File: src/rtl/parking_gate_ctrl.sv
// parking_gate_ctrl: parking-lot occupancy controller with independent
// entry and exit barrier FSMs (IDLE -> OPEN -> PASS -> IDLE), a per-gate
// open timeout, and registered full/empty/almost_full status.
// Optional feature macro: PARK_STATS_EN adds committed-entry/exit totals.
module parking_gate_ctrl #(
  parameter int CAPACITY      = 10,
  parameter int CNT_W         = 8,
  parameter int ALMOST_MARGIN = 2,
  parameter int TIMEOUT_CYC   = 1000
) (
  input  logic             clk,
  input  logic             reset,
  input  logic             entry_req,
  input  logic             entry_pass,
  input  logic             exit_req,
  input  logic             exit_pass,
  output logic             entry_open,
  output logic             exit_open,
  output logic             entry_denied,
  output logic [1:0]       gate_timeout,
  output logic [CNT_W-1:0] count,
  output logic             full,
  output logic             empty,
  output logic             almost_full
`ifdef PARK_STATS_EN
  ,
  output logic [15:0]      total_in,
  output logic [15:0]      total_out
`endif
);

  localparam int TMR_W = $clog2(TIMEOUT_CYC + 1);
  localparam logic [TMR_W-1:0] TMR_LAST   = TMR_W'(TIMEOUT_CYC - 1);
  localparam logic [CNT_W-1:0] CAP_VAL    = CNT_W'(CAPACITY);
  localparam logic [CNT_W-1:0] ALMOST_VAL = CNT_W'(CAPACITY - ALMOST_MARGIN);

  typedef enum logic [1:0] {ST_IDLE, ST_OPEN, ST_PASS} gate_state_t;

  // Index 0 is the entry gate, index 1 the exit gate.
  logic [1:0] req_vec;
  logic [1:0] pass_vec;
  logic [1:0] grant_ok;
  logic [1:0] open_vec;
  logic [1:0] timeout_vec;
  logic [1:0] commit_vec;
  logic [1:0] idle_vec;

  logic [CNT_W-1:0] count_reg, count_next;
  logic             full_reg, empty_reg, almost_reg;
  logic             denied_reg, armed_reg, deny_fire;
  logic             entry_eff, exit_eff;

  assign req_vec  = {exit_req, entry_req};
  assign pass_vec = {exit_pass, entry_pass};
  // Entry needs a free slot, exit needs at least one parked car.
  assign grant_ok = {!empty_reg, !full_reg};

  for (genvar gi = 0; gi < 2; gi++) begin : g_gate
    gate_state_t      state_reg, state_next;
    logic [TMR_W-1:0] timer_reg, timer_next;
    logic             open_reg, timeout_reg, timeout_next, commit;

    // Gate next-state, timer, timeout pulse and commit strobe.
    always_comb begin
      state_next   = state_reg;
      timer_next   = timer_reg;
      timeout_next = 1'b0;
      commit       = 1'b0;
      case (state_reg)
        ST_IDLE: begin
          if (req_vec[gi] && grant_ok[gi]) begin
            state_next = ST_OPEN;
            timer_next = '0;
          end
        end
        ST_OPEN: begin
          if (pass_vec[gi]) begin
            state_next = ST_PASS;
            timer_next = '0;
          end else if (timer_reg == TMR_LAST) begin
            state_next   = ST_IDLE;
            timer_next   = '0;
            timeout_next = 1'b1;
          end else begin
            timer_next = timer_reg + TMR_W'(1);
          end
        end
        ST_PASS: begin
          if (!pass_vec[gi]) begin
            state_next = ST_IDLE;
            commit     = 1'b1;
          end
        end
        default: state_next = ST_IDLE;
      endcase
    end

    // Gate state register; barrier command follows the next state so it is registered.
    always_ff @(posedge clk) begin
      if (reset) begin
        state_reg   <= ST_IDLE;
        timer_reg   <= '0;
        open_reg    <= 1'b0;
        timeout_reg <= 1'b0;
      end else begin
        state_reg   <= state_next;
        timer_reg   <= timer_next;
        open_reg    <= (state_next != ST_IDLE);
        timeout_reg <= timeout_next;
      end
    end

    assign open_vec[gi]    = open_reg;
    assign timeout_vec[gi] = timeout_reg;
    assign commit_vec[gi]  = commit;
    assign idle_vec[gi]    = (state_reg == ST_IDLE);
  end

  // A refused entry pulses once, then waits for the loop to clear before re-arming.
  assign deny_fire = idle_vec[0] && entry_req && full_reg && armed_reg;

  // Denied pulse and its re-arm flag.
  always_ff @(posedge clk) begin
    if (reset) begin
      denied_reg <= 1'b0;
      armed_reg  <= 1'b1;
    end else begin
      denied_reg <= deny_fire;
      if (!entry_req)
        armed_reg <= 1'b1;
      else if (deny_fire)
        armed_reg <= 1'b0;
    end
  end

  // Commits are bounded so the count stays within 0..CAPACITY; a paired commit nets to zero.
  assign entry_eff = commit_vec[0] && ((count_reg < CAP_VAL) || commit_vec[1]);
  assign exit_eff  = commit_vec[1] && ((count_reg != '0) || commit_vec[0]);

  // Next occupancy from this edge's commits.
  always_comb begin
    count_next = count_reg;
    if (entry_eff && !exit_eff)
      count_next = count_reg + CNT_W'(1);
    else if (exit_eff && !entry_eff)
      count_next = count_reg - CNT_W'(1);
  end

  // Occupancy and flags, flags derived from the next count so they are never stale.
  always_ff @(posedge clk) begin
    if (reset) begin
      count_reg  <= '0;
      empty_reg  <= 1'b1;
      full_reg   <= 1'b0;
      almost_reg <= (ALMOST_MARGIN == CAPACITY);
    end else begin
      count_reg  <= count_next;
      empty_reg  <= (count_next == '0);
      full_reg   <= (count_next == CAP_VAL);
      almost_reg <= (count_next >= ALMOST_VAL);
    end
  end

`ifdef PARK_STATS_EN
  logic [15:0] total_in_reg, total_out_reg;

  // Lifetime committed-car totals, wrapping modulo 2**16.
  always_ff @(posedge clk) begin
    if (reset) begin
      total_in_reg  <= '0;
      total_out_reg <= '0;
    end else begin
      if (entry_eff)
        total_in_reg <= total_in_reg + 16'd1;
      if (exit_eff)
        total_out_reg <= total_out_reg + 16'd1;
    end
  end

  assign total_in  = total_in_reg;
  assign total_out = total_out_reg;
`endif

  assign entry_open   = open_vec[0];
  assign exit_open    = open_vec[1];
  assign entry_denied = denied_reg;
  assign gate_timeout = timeout_vec;
  assign count        = count_reg;
  assign full         = full_reg;
  assign empty        = empty_reg;
  assign almost_full  = almost_reg;

endmodule
File: config.mk
export PLATFORM = sky130hd
export DESIGN_NAME = parking_gate_ctrl
export DESIGN_NICKNAME = d
export VERILOG_FILES = /design/src/rtl/parking_gate_ctrl.sv
export SDC_FILE = /design/constraint.sdc
export NUM_CORES = 1
export LEC_CHECK = 0
export CAP_MARGIN = 10
export CORE_ASPECT_RATIO = 0.6
export CORE_UTILIZATION = 50
export DETAILED_ROUTE_END_ITERATION = 16
export PLACE_DENSITY = 0.74
export SETUP_SLACK_MARGIN = 0.4
export SYNTH_ARGS = -nofsm -noshare
export SYNTH_HDL_FRONTEND = slang
export SYNTH_SLANG_ARGS = --single-unit
File: constraint.sdc
create_clock -name clk -period 3.3 [get_ports clk]
set_input_delay 0.33 -clock clk [delete_from_list [all_inputs] [get_ports clk]]
set_output_delay 0.33 -clock clk [all_outputs]
set_load 0.01 [all_outputs]
### Track usage over the die, run 1

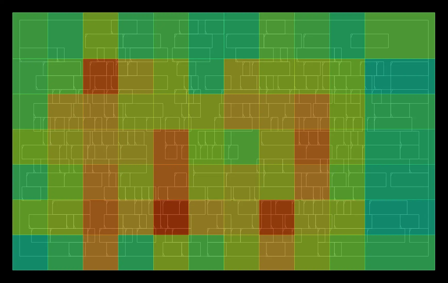
GRT Total Usage: 0.215
met1 usage: 0.326
met3 Usage GRT: 0.0691

### Nets reached from selected ports, run 1

Scale bar: 20 um.
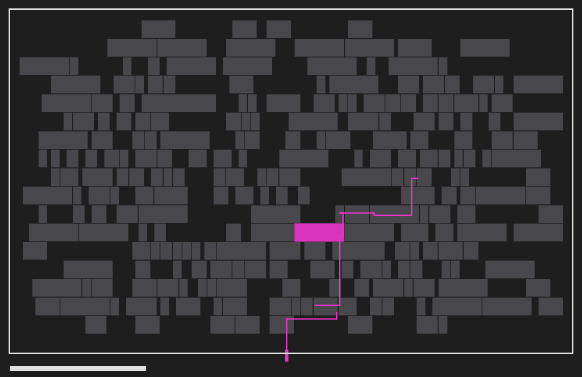
Key: magenta = `empty` [bits 1, direction output, end cells 1, buffers 1, wire 48.4 um]

==> notes.md, run 1 <==
Figures from the flow reports.

Clock network:
- TritonCTS built the clock tree.
- The root buffer cell chosen for the clock tree is sky130_fd_sc_hd__clkbuf_8.
- The run gives the number of buffers added for setup after CTS as 0.

Setup path:
- STA shows the worst reg2reg path with a cell count of 8.
- The run gives the critical path depth in cells as 8.
- The run puts the arrival time at the worst endpoint at 2.59 ns.
- The run gives the flop-to-flop setup slack as 0.93 ns.
- STA classifies the critical path startpoint as a register.
- On the worst path, the slowest cell contributes a delay of 0.48 ns.
- The run puts the buffers plus inverters on the worst setup path at 1.
- The run gives the highest net fanout along the worst path as 9.

Pwr:
- The run gives the power consumption as 971 uW.
- Per report_power, the top consumer among the power groups is sequential cells.
- The run gives the switching share of power as 0.209.

Finish:
- The run gives the number of antenna repair diodes as 0.
- Per the run report, area growth between synthesis and finish was 17.7%.
- The register with the most flip-flops in the layout has 20 of them.
- The run puts the proportion of layout cells with a drive suffix above 1 at 0.0653.

Min path:
- The run gives the class of the tightest hold or removal check as reg2reg.

Job:
- The run gives the count of maximum capacitance violations as 0.

Timing:
- The run puts the actual transition at the worst max-transition pin at 0.873 ns.
- The run gives the post-route worst hold slack as 0.454 ns.
- The run gives the final worst setup slack as 0.935 ns.
- For this run, the top clock speed supported by timing is 0.423 GHz.

Global route:
- The run puts the initial antenna violation count at 0.
- The run gives the pin count of the biggest net entering global routing as 25.

Die:
- Row generation in the floorplan step produced 17 rows.

Placement:
- The run gives the count of buffers from port buffering as 21.
- Summing all placed instances gives a cell area of 2180 sq um.
- The run puts the placed instance count at 284.
- The run puts the last weighted congestion value of the routability-driven placer at 0.862.
- The run puts the detailed-placement wirelength estimate at 2.86 mm.

Synthesis:
- According to the Yosys statistics, the synthesized design has a chip area of 1950 sq um.
- For this design, Yosys synthesis ends with a cell count of 224.

Outcome:
- The run finished with clean final reports.
### M1 wires, run 1

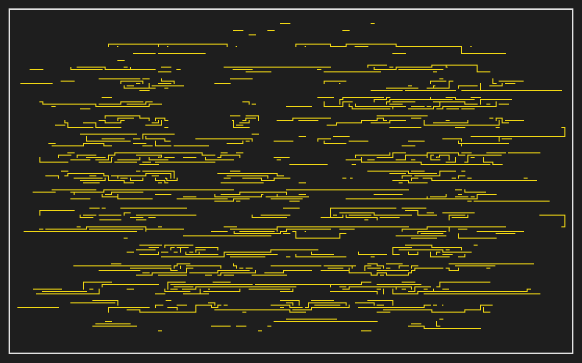
The layer carries 2030 um of wire. The longest straight run is 19.3 um. 238 nets have wire on it.
Total Routed Length: 3.90 mm
total via count in the routed design: 1575

## run 1: synthesized netlist by cell type (4+ instances only)
library cell	instances
sky130_fd_sc_hd__dfxtp_1	41
sky130_fd_sc_hd__nor2_1	34
sky130_fd_sc_hd__nand2_1	14
sky130_fd_sc_hd__o21ai_0	11
sky130_fd_sc_hd__xnor2_1	10
sky130_fd_sc_hd__a21oi_1	9
sky130_fd_sc_hd__xor2_1	9
sky130_fd_sc_hd__inv_1	8
sky130_fd_sc_hd__nand3_1	7
sky130_fd_sc_hd__nand4_1	7
sky130_fd_sc_hd__or3_1	7
sky130_fd_sc_hd__nor3_1	6
sky130_fd_sc_hd__nor3b_1	6
sky130_fd_sc_hd__and3_1	4
sky130_fd_sc_hd__clkbuf_1	4
sky130_fd_sc_hd__ha_1	4
## run 1: layer usage
layer	GRT usage	vias up	routed length [um]
met1	0.326	691	2030
met4	0.0603	0	27
met2	0.283	59	1480
met3	0.0691	5	368
met5	0	-	0
li1	-	820	-
## run 1: cell type report
| type | instances | area [sq um] | share of cell area |
|---|---|---|---|
| repair buffers | 21 | 210 | 0.0914 |
| flip-flops and latches | 41 | 821 | 0.357 |
| well taps | 47 | 58.8 | 0.0256 |
| clock buffers | 6 | 82.6 | 0.0359 |
| multi-input cells | 167 | 1060 | 0.461 |
| inverters | 8 | 30.0 | 0.0131 |
| clock inverters | 2 | 37.5 | 0.0163 |
## run 1: kinds of logic after synthesis
kind of cell	after synthesis	synth area share
simple gates	109	0.311
buf+inv	16	0.0371
mux	2	0.0102
compound gates	33	0.111
fa+ha+maj	4	0.0256
xor+xnor	19	0.0851
flops	41	0.420
## run 1: worst min-delay path: cells and delay by family, from the launching register on
| family | cells | cell delay [ns] |
|---|---|---|
| flops | 1 | 0.32 |
| simple gates | 2 | 0.09 |
### Sequential cells grouped by signal name, run 1

Other sequential cells in the stronger grey, the rest of the logic in the fainter grey.
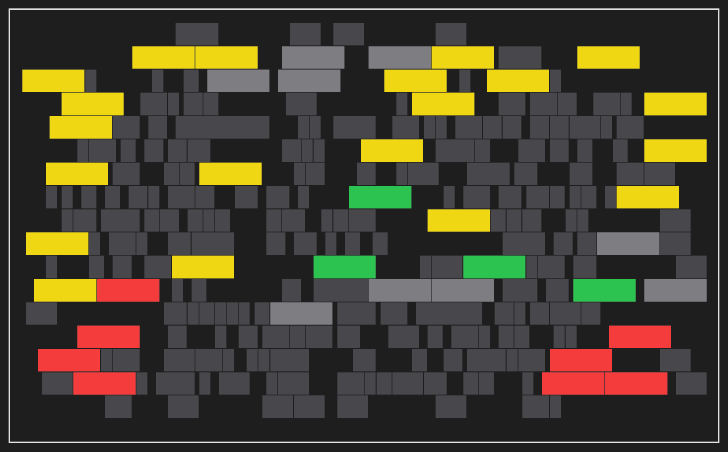

==> inputs of run 2 (changes only) <==
- clock period: 3.3 -> 2.4 ns (I/O delays scaled with it)
### Sequential cells grouped by signal name, run 2

Other sequential cells in the stronger grey, the rest of the logic in the fainter grey.
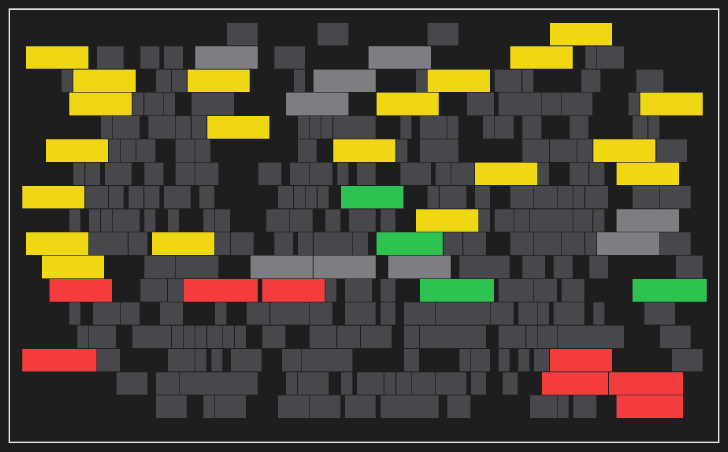
Key: yellow = `g_gate.timer_reg` [flops 20]; green = `g_gate.state_reg` [flops 4]; red = `count` [flops 8]
core utilization of the finished layout: 0.663
fraction of area in registers: 0.344
flip-flop and latch area: 843 sq um
Seq group: 689 uW

### Nets reached from selected ports, run 2

Scale bar: 20 um.
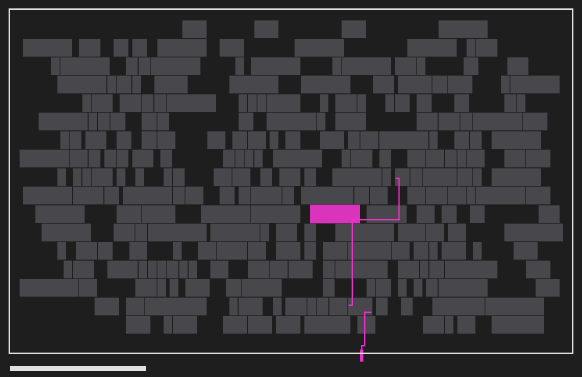
Key: magenta = `empty` [bits 1, direction output, end cells 1, buffers 1, wire 33.5 um]

==> notes.md, run 2 <==
Figures from the flow reports.

Global route:
- The pin count of the biggest net entering global routing is 16 (was 25).
- The total global-route track usage was 0.216 (was 0.215).
- The run puts the total congestion overflow after global routing at 0 (unchanged).
- The run puts the initial antenna violation count at 0 (unchanged).

Placement:
- The last weighted congestion value of the routability-driven placer was 0.925 (was 0.862).
- The run puts the count of buffers from port buffering at 21 (unchanged).
- The detailed-placement wirelength estimate was 2.84 mm (was 2.86 mm).
- The run gives the area of placed instances as 2230 sq um (was 2180 sq um).

Pwr:
- The run puts the net switching component of the power at 271 uW (was 203 uW).
- The dominant power group was sequential cells (unchanged).
- The run gives the switching share of power as 0.228 (was 0.209).

Synthesis:
- List of most frequent post-synthesis cells: sky130_fd_sc_hd__dfxtp_1, sky130_fd_sc_hd__nor2_1, sky130_fd_sc_hd__nand2_1 (unchanged).
- The most used standard cell by instance count after synthesis was sky130_fd_sc_hd__dfxtp_1 (unchanged).
- The area figure in the yosys stat output is 1950 sq um (unchanged).
- The count of instantiated cells in the yosys netlist came to 224 (unchanged).

Timing:
- The final count of hold timing violations came to 0 (unchanged).
- The final clock period utilization by the worst path was 0.819 (was 0.717).
- The run puts the maximum operating frequency at 0.509 GHz (was 0.423 GHz).
- RSZ-0062 raised after global routing: yes (was no).
- The run puts the actual transition at the worst max-transition pin at 0.576 ns (was 0.873 ns).

Setup path:
- The run gives the sort of element at the start of the critical path as a register (unchanged).
- The run gives the arrival time at the worst endpoint as 2.14 ns (was 2.59 ns).
- The flop-to-flop setup slack came to 0.43 ns (was 0.93 ns).
- The highest net fanout along the worst path came to 5 (was 9).
- The run gives the cell count of the worst reg-to-reg path as 7 (was 8).

Clock network:
- The run gives the number of buffers added for setup after CTS as 6 (was 0).
- The run puts the number of buffers created by CTS at 5 (unchanged).
- The root buffer selected by CTS was sky130_fd_sc_hd__clkbuf_8 (unchanged).
- The clock tree from TritonCTS is done (unchanged).

Finish:
- The run gives the number of antenna repair diodes as 0 (unchanged).
- The cell area after layout was 2450 sq um (was 2300 sq um).
- The run gives the synthesis-to-finish area growth as 25.5% (was 17.7%).
- The run puts the total area of multi-input combinational cells at 1120 sq um (was 1060 sq um).
- The run puts the number of flip-flops in the largest register at 20 (unchanged).

Min path:
- The class of the tightest hold or removal check is in2reg (was reg2reg).

Job:
- The count of maximum capacitance violations was 0 (unchanged).

Die:
- The run gives the cell row count as 17 (unchanged).
- The width of the chip came to 82.7 um (unchanged).

Outcome:
- Run status: finished clean (unchanged).

Detailed routing:
- The run puts the final wirelength at 4.10 mm (was 3.90 mm).
### Routed clock nets over the placement, run 2

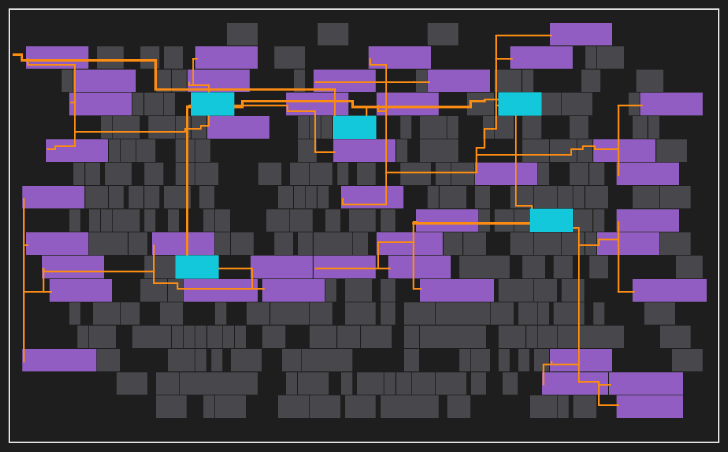
Key: cyan = clock-net drivers [count 5]; orange = clock wires [length 462 um]; purple = flip-flops [count 41]
There are 6 routed clock nets.

-- run 2: cell counts after synthesis --
Identical to the previous run, type by type.
-- run 2: metrics by stage --
stage / setup slack [ns] / utilization / hold slack [ns] / std cells
2_1_floorplan: 0.414 / - / 0.323 / 224
3_5_place_dp: 0.0706 / 0.603 / 0.431 / 288
5_1_grt: 0.367 / 0.663 / 0.401 / 307
3_3_place_gp: 0.0979 / 0.603 / 0.423 / 288
4_1_cts: 0.404 / 0.653 / 0.398 / 303
6_report: 0.433 / 0.663 / 0.412 / 307
-- run 2: final cells by class --
cell class,instances,area share
Clock buffer,6,0.0296
Clock inverter,2,0.00408
Inverter,8,0.0122
Multi-Input combinational cell,168,0.458
Sequential cell,41,0.344
Tap cell,47,0.0240
Timing Repair Buffer,35,0.128
-- run 2: worst max-delay path, stage by stage (launching register included) --
cell and delay [ns]:
sky130_fd_sc_hd__dfxtp_4 0.37, sky130_fd_sc_hd__nor4_4 0.34, sky130_fd_sc_hd__nand4_1 0.24, sky130_fd_sc_hd__buf_4 0.21
sky130_fd_sc_hd__o22a_1 0.23, sky130_fd_sc_hd__nand4b_1 0.09, sky130_fd_sc_hd__o211ai_1 0.13, sky130_fd_sc_hd__and4bb_2 0.24
-- run 2: cells by family after synthesis --
| group | count (synthesis) | synth area share |
|---|---|---|
| buffers and inverters | 16 | 0.0371 |
| XOR/XNOR | 19 | 0.0851 |
| multiplexers | 2 | 0.0102 |
| flip-flops | 41 | 0.420 |
| AND/OR/NAND/NOR | 109 | 0.311 |
| AND-OR/OR-AND | 33 | 0.111 |
| adder cells (fa/ha/maj) | 4 | 0.0256 |
-- run 2: per-layer routing --
layer	GRT usage	up-vias	wire, um
met2	0.284	35	1600
met5	0	-	0
met1	0.333	753	2260
li1	-	856	-
met4	0.0517	0	19
met3	0.0673	2	221
### M1 wires, run 2

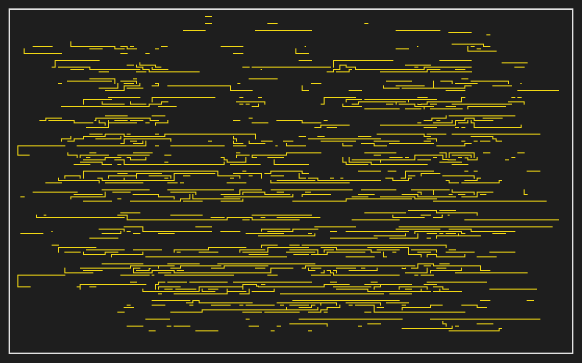

==> inputs of run 3 (changes only) <==
- clock period: 2.4 -> 1.85 ns (I/O delays scaled with it)
### M1 wires, run 3

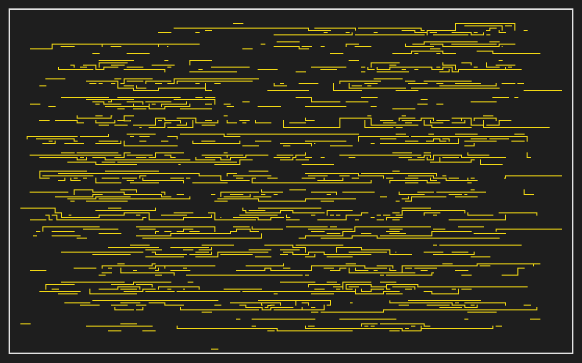
The longest straight run is 22.5 um. The wires run mostly horizontal.
total via count in the routed design: 1892
Total Routed Length: 5.55 mm
met1 usage: 0.399

### Track usage over the die, run 3

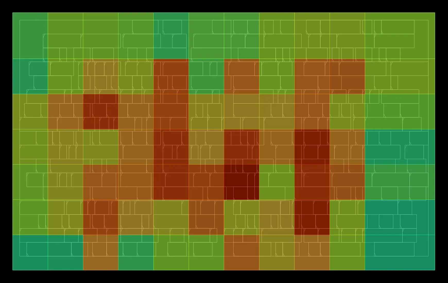
routed wire length per instance: 15.9 um
highest-utilization routing layer at the global route stage: met1
core utilization of the finished layout: 0.814
GRT Total Usage: 0.265

==> notes.md, run 3 <==
Figures from the flow reports.

Synthesis:
- List of most frequent post-synthesis cells: sky130_fd_sc_hd__dfxtp_1, sky130_fd_sc_hd__nor2_1, sky130_fd_sc_hd__nand2_1 (unchanged).
- The dominant register cell is sky130_fd_sc_hd__dfxtp_1 (unchanged).
- The run gives the area of the mapped netlist as 1950 sq um (unchanged).
- The post-synthesis sequential area ratio is 0.420 (unchanged).
- The run puts the area figure in the yosys stat output at 1950 sq um (unchanged).
- Cells taking the most area after synthesis: sky130_fd_sc_hd__dfxtp_1, sky130_fd_sc_hd__nor2_1, sky130_fd_sc_hd__xnor2_1, sky130_fd_sc_hd__xor2_1, sky130_fd_sc_hd__o21ai_0 (unchanged).
- The run gives the average size of a mapped cell as 8.72 sq um (unchanged).
- The run puts the net count entering floorplan at 234 (unchanged).
- The run puts the count of instantiated cells in the yosys netlist at 224 (unchanged).
- The most used standard cell by instance count after synthesis is sky130_fd_sc_hd__dfxtp_1 (unchanged).
- The run puts the number of enable flip-flop cells at 0 (unchanged).
- The count of distinct cell types in the synthesized netlist is 45 (unchanged).

Pwr:
- The run gives the net switching component of the power as 376 uW (was 271 uW).
- The run puts the total power divided by cell area at 531 nW/um^2 (was 485 nW/um^2).
- The run puts the cell-internal power at 1.22 mW (was 919 uW).
- The power share of the combinational group is 0.108 (was 0.066).
- The run puts the power consumption at 1.60 mW (was 1.19 mW).
- The largest vdd supply drop was 0.429 mV (was 0.373 mV).
- The run puts the sequential share of power at 0.559 (was 0.578).
- The switching share of power is 0.235 (was 0.228).

Timing:
- RSZ-0062 raised after global routing: yes (unchanged).
- The final count of hold timing violations came to 0 (unchanged).
- The run puts the final setup violation count at 5 (was 0).
- The run gives the final clock period utilization by the worst path as 1.08 (was 0.819).
- The run gives the number of slew-limit violations in the final report as 0 (unchanged).
- The final worst setup slack was -0.141 ns (was 0.433 ns).
- The run puts the maximum operating frequency at 0.502 GHz (was 0.509 GHz).
- The actual transition at the worst max-transition pin was 0.291 ns (was 0.576 ns).

Clock network:
- The run gives the root buffer selected by CTS as sky130_fd_sc_hd__clkbuf_8 (unchanged).
- The run gives the number of levels the H-tree was split into as 2 (unchanged).
- The run gives the number of buffers created by CTS as 5 (unchanged).
- The number of hold-repair buffers added at the cts stage came to 0 (unchanged).
- The run puts the number of sinks on the clock net at 41 (unchanged).
- The run gives the clock tree from TritonCTS as done (unchanged).

Global route:
- The routing usage on met3 came to 0.0491 (was 0.0673).
- The run puts the initial antenna violation count at 0 (unchanged).
- The run puts the total congestion overflow after global routing at 0 (unchanged).
- The run puts the met2 layer usage reported by global route at 0.384 (was 0.284).
- The pin count of the biggest net entering global routing was 25 (was 16).

Die:
- The cell row count is 17 (unchanged).
- The run gives the width of the chip as 82.7 um (unchanged).
- The run gives the initial core utilization as 0.528 (unchanged).
- The run puts the number of tap instances at 47 (unchanged).
- The I/O pin count was 22 (unchanged).
- The y dimension of the die came to 50.4 um (unchanged).

Finish:
- The fraction of area in non-clock buffers is 0.225 (was 0.128).
- The run gives the number of antenna repair diodes as 0 (unchanged).
- The multi-input combinational area share is 0.437 (was 0.458).
- The final-layout clock buffer total came to 5 (was 6).
- The run gives the number of logic inverters in the finished layout as 8 (unchanged).
- The run puts the clock tree cell share of total cell area at 0.0245 (was 0.0337).
- The run puts the number of flip-flops in the largest register at 20 (unchanged).
- The run gives the total area of multi-input combinational cells as 1320 sq um (was 1120 sq um).
- The top logic cell by instance count in the layout is sky130_fd_sc_hd__buf_4 (was sky130_fd_sc_hd__nor2_1).
- The proportion of layout cells with a drive suffix above 1 came to 0.435 (was 0.173).
- The run puts the number of buffers outside the clock class in the layout at 79 (was 35).
- The number of sequential cells in the layout came to 41 (unchanged).
- The run puts the synthesis-to-finish area growth at 54.1% (was 25.5%).
- The number of combinational gates with multiple inputs came to 167 (was 168).
- The dominant kind of cell is multi-input combinational cells (unchanged).

Setup path:
- The run gives the critical path capture point type as a register (unchanged).
- The run puts the flop-to-flop setup slack at -0.14 ns (was 0.43 ns).
- The highest net fanout along the worst path is 8 (was 5).
- The run gives the biggest cell delay along the critical path as 0.39 ns (was 0.37 ns).
- The run puts the arrival time at the worst endpoint at 2.17 ns (was 2.14 ns).
- The run gives the cell with the biggest individual delay on the critical path as sky130_fd_sc_hd__or3b_4 (was sky130_fd_sc_hd__dfxtp_4).
- The sort of element at the start of the critical path is a register (unchanged).
- Cell-by-cell listing of the critical path: or3b_4, a211o_4, buf_6, o211a_1, nor3_2, and4bb_2 (was nor4_4, nand4_1, buf_4, o22a_1, nand4b_1, o211ai_1, and4bb_2).

Detailed routing:
- The run puts the routed metal-1 wire length at 2.62 mm (was 2.26 mm).
- The run puts the length of routed met3 wiring at 211 um (was 221 um).
- The run puts the post-detailed-route count of antenna-violating nets at 0 (unchanged).
- The run gives the first-pass iteration count of the detailed router as 4 (unchanged).
- The average vias per placed instance came to 5.44 (was 5.36).
- The topmost layer with routed signal wires is met4 (unchanged).
- The run gives the DRC violation total after the first TritonRoute iteration as 124 (was 78).
- The run puts the wire length on met2 at 2.58 mm (was 1.60 mm).

Placement:
- The run gives the last weighted congestion value of the routability-driven placer as 0.821 (was 0.925).
- The run puts the detailed-placement wirelength estimate at 3.21 mm (was 2.84 mm).
- The run gives the count of buffers from port buffering as 21 (unchanged).

Outcome:
- Run status: finished, violations left (was finished clean).
- The checks that failed: setup timing.

Job:
- The run puts the count of maximum capacitance violations at 0 (unchanged).

Min path:
- The class of the tightest hold or removal check is reg2reg (was in2reg).
### Sequential cells grouped by signal name, run 3

Other sequential cells in the stronger grey, the rest of the logic in the fainter grey.
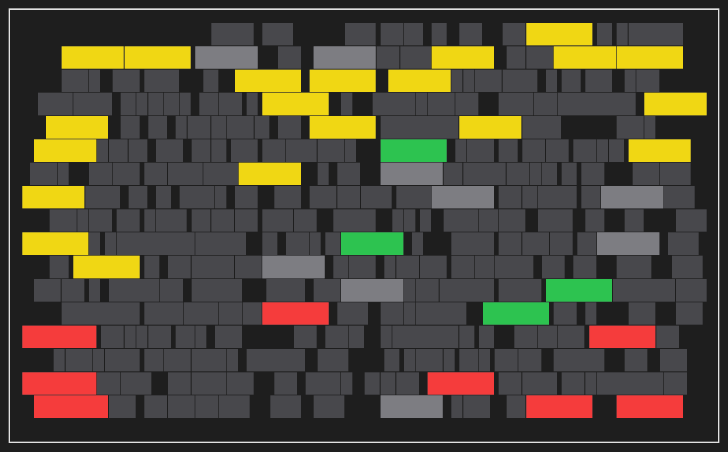
Key: red = `count` [flops 8]; green = `g_gate.state_reg` [flops 4]; yellow = `g_gate.timer_reg` [flops 20]
flip-flop and latch area: 853 sq um
fraction of area in registers: 0.283
Seq group: 894 uW

==> run 3: what timing repair did <==
action                                  CTS  global route
setup buffers                            16             9
pin swaps                                18            18
endpoints found under the setup margin   29            33
gates resized                            46            24
==> run 3: per-stage QoR <==
step	worst slack, ns	instance area, sq um	std cells	util	hold WS (ns)
final	-0.141	3010	348	0.814	0.453
after global routing	-0.178	3010	348	0.814	0.462
after CTS	-0.0707	2840	339	0.767	0.443
after detailed placement	-0.448	2540	317	0.687	0.433
after global placement	-0.391	2540	317	0.687	0.416
after floorplan	-0.110	2060	224	-	0.255
==> run 3: power groups by stage <==
stage,registers (mW),clock network (mW),logic [mW]
6_report,0.894,0.534,0.172
5_1_grt,0.894,0.581,0.184
4_1_cts,0.893,0.545,0.147
3_5_place_dp,0.915,0,0.125
3_3_place_gp,0.915,0,0.124
2_1_floorplan,0.919,0,0.0639
==> run 3: logic make-up after synthesis <==
logic type                 share of synthesized area
and+or+nand+nor                                0.311
DFF                                            0.420
AOI/OAI and AO/OA                              0.111
xor gates and xnor gates                      0.0851
buffers and inverters                         0.0371
adders and majority gates                     0.0256
muxes                                         0.0102
==> run 3: path summary, 6_finish.rpt <==
path                                                        start                       to  cells past startpoint
worst min register to register             armed_reg$_SDFFE_PP1P_  entry_denied$_SDFF_PP0_                      2
worst max-delay path            g_gate[1].state_reg[1]$_SDFF_PP0_          full$_SDFF_PP0_                      6
worst max register to register  g_gate[1].state_reg[1]$_SDFF_PP0_          full$_SDFF_PP0_                      6
worst min-delay path                       armed_reg$_SDFFE_PP1P_  entry_denied$_SDFF_PP0_                      2
==> run 3: worst max-delay path, delay by kind of cell (launching register included) <==
kind	cells	cell delay, ns
flops	1	0.33
buf+inv	1	0.14
compound gates	2	0.60
simple gates	3	0.82
Power and IR drop assume default switching activity.
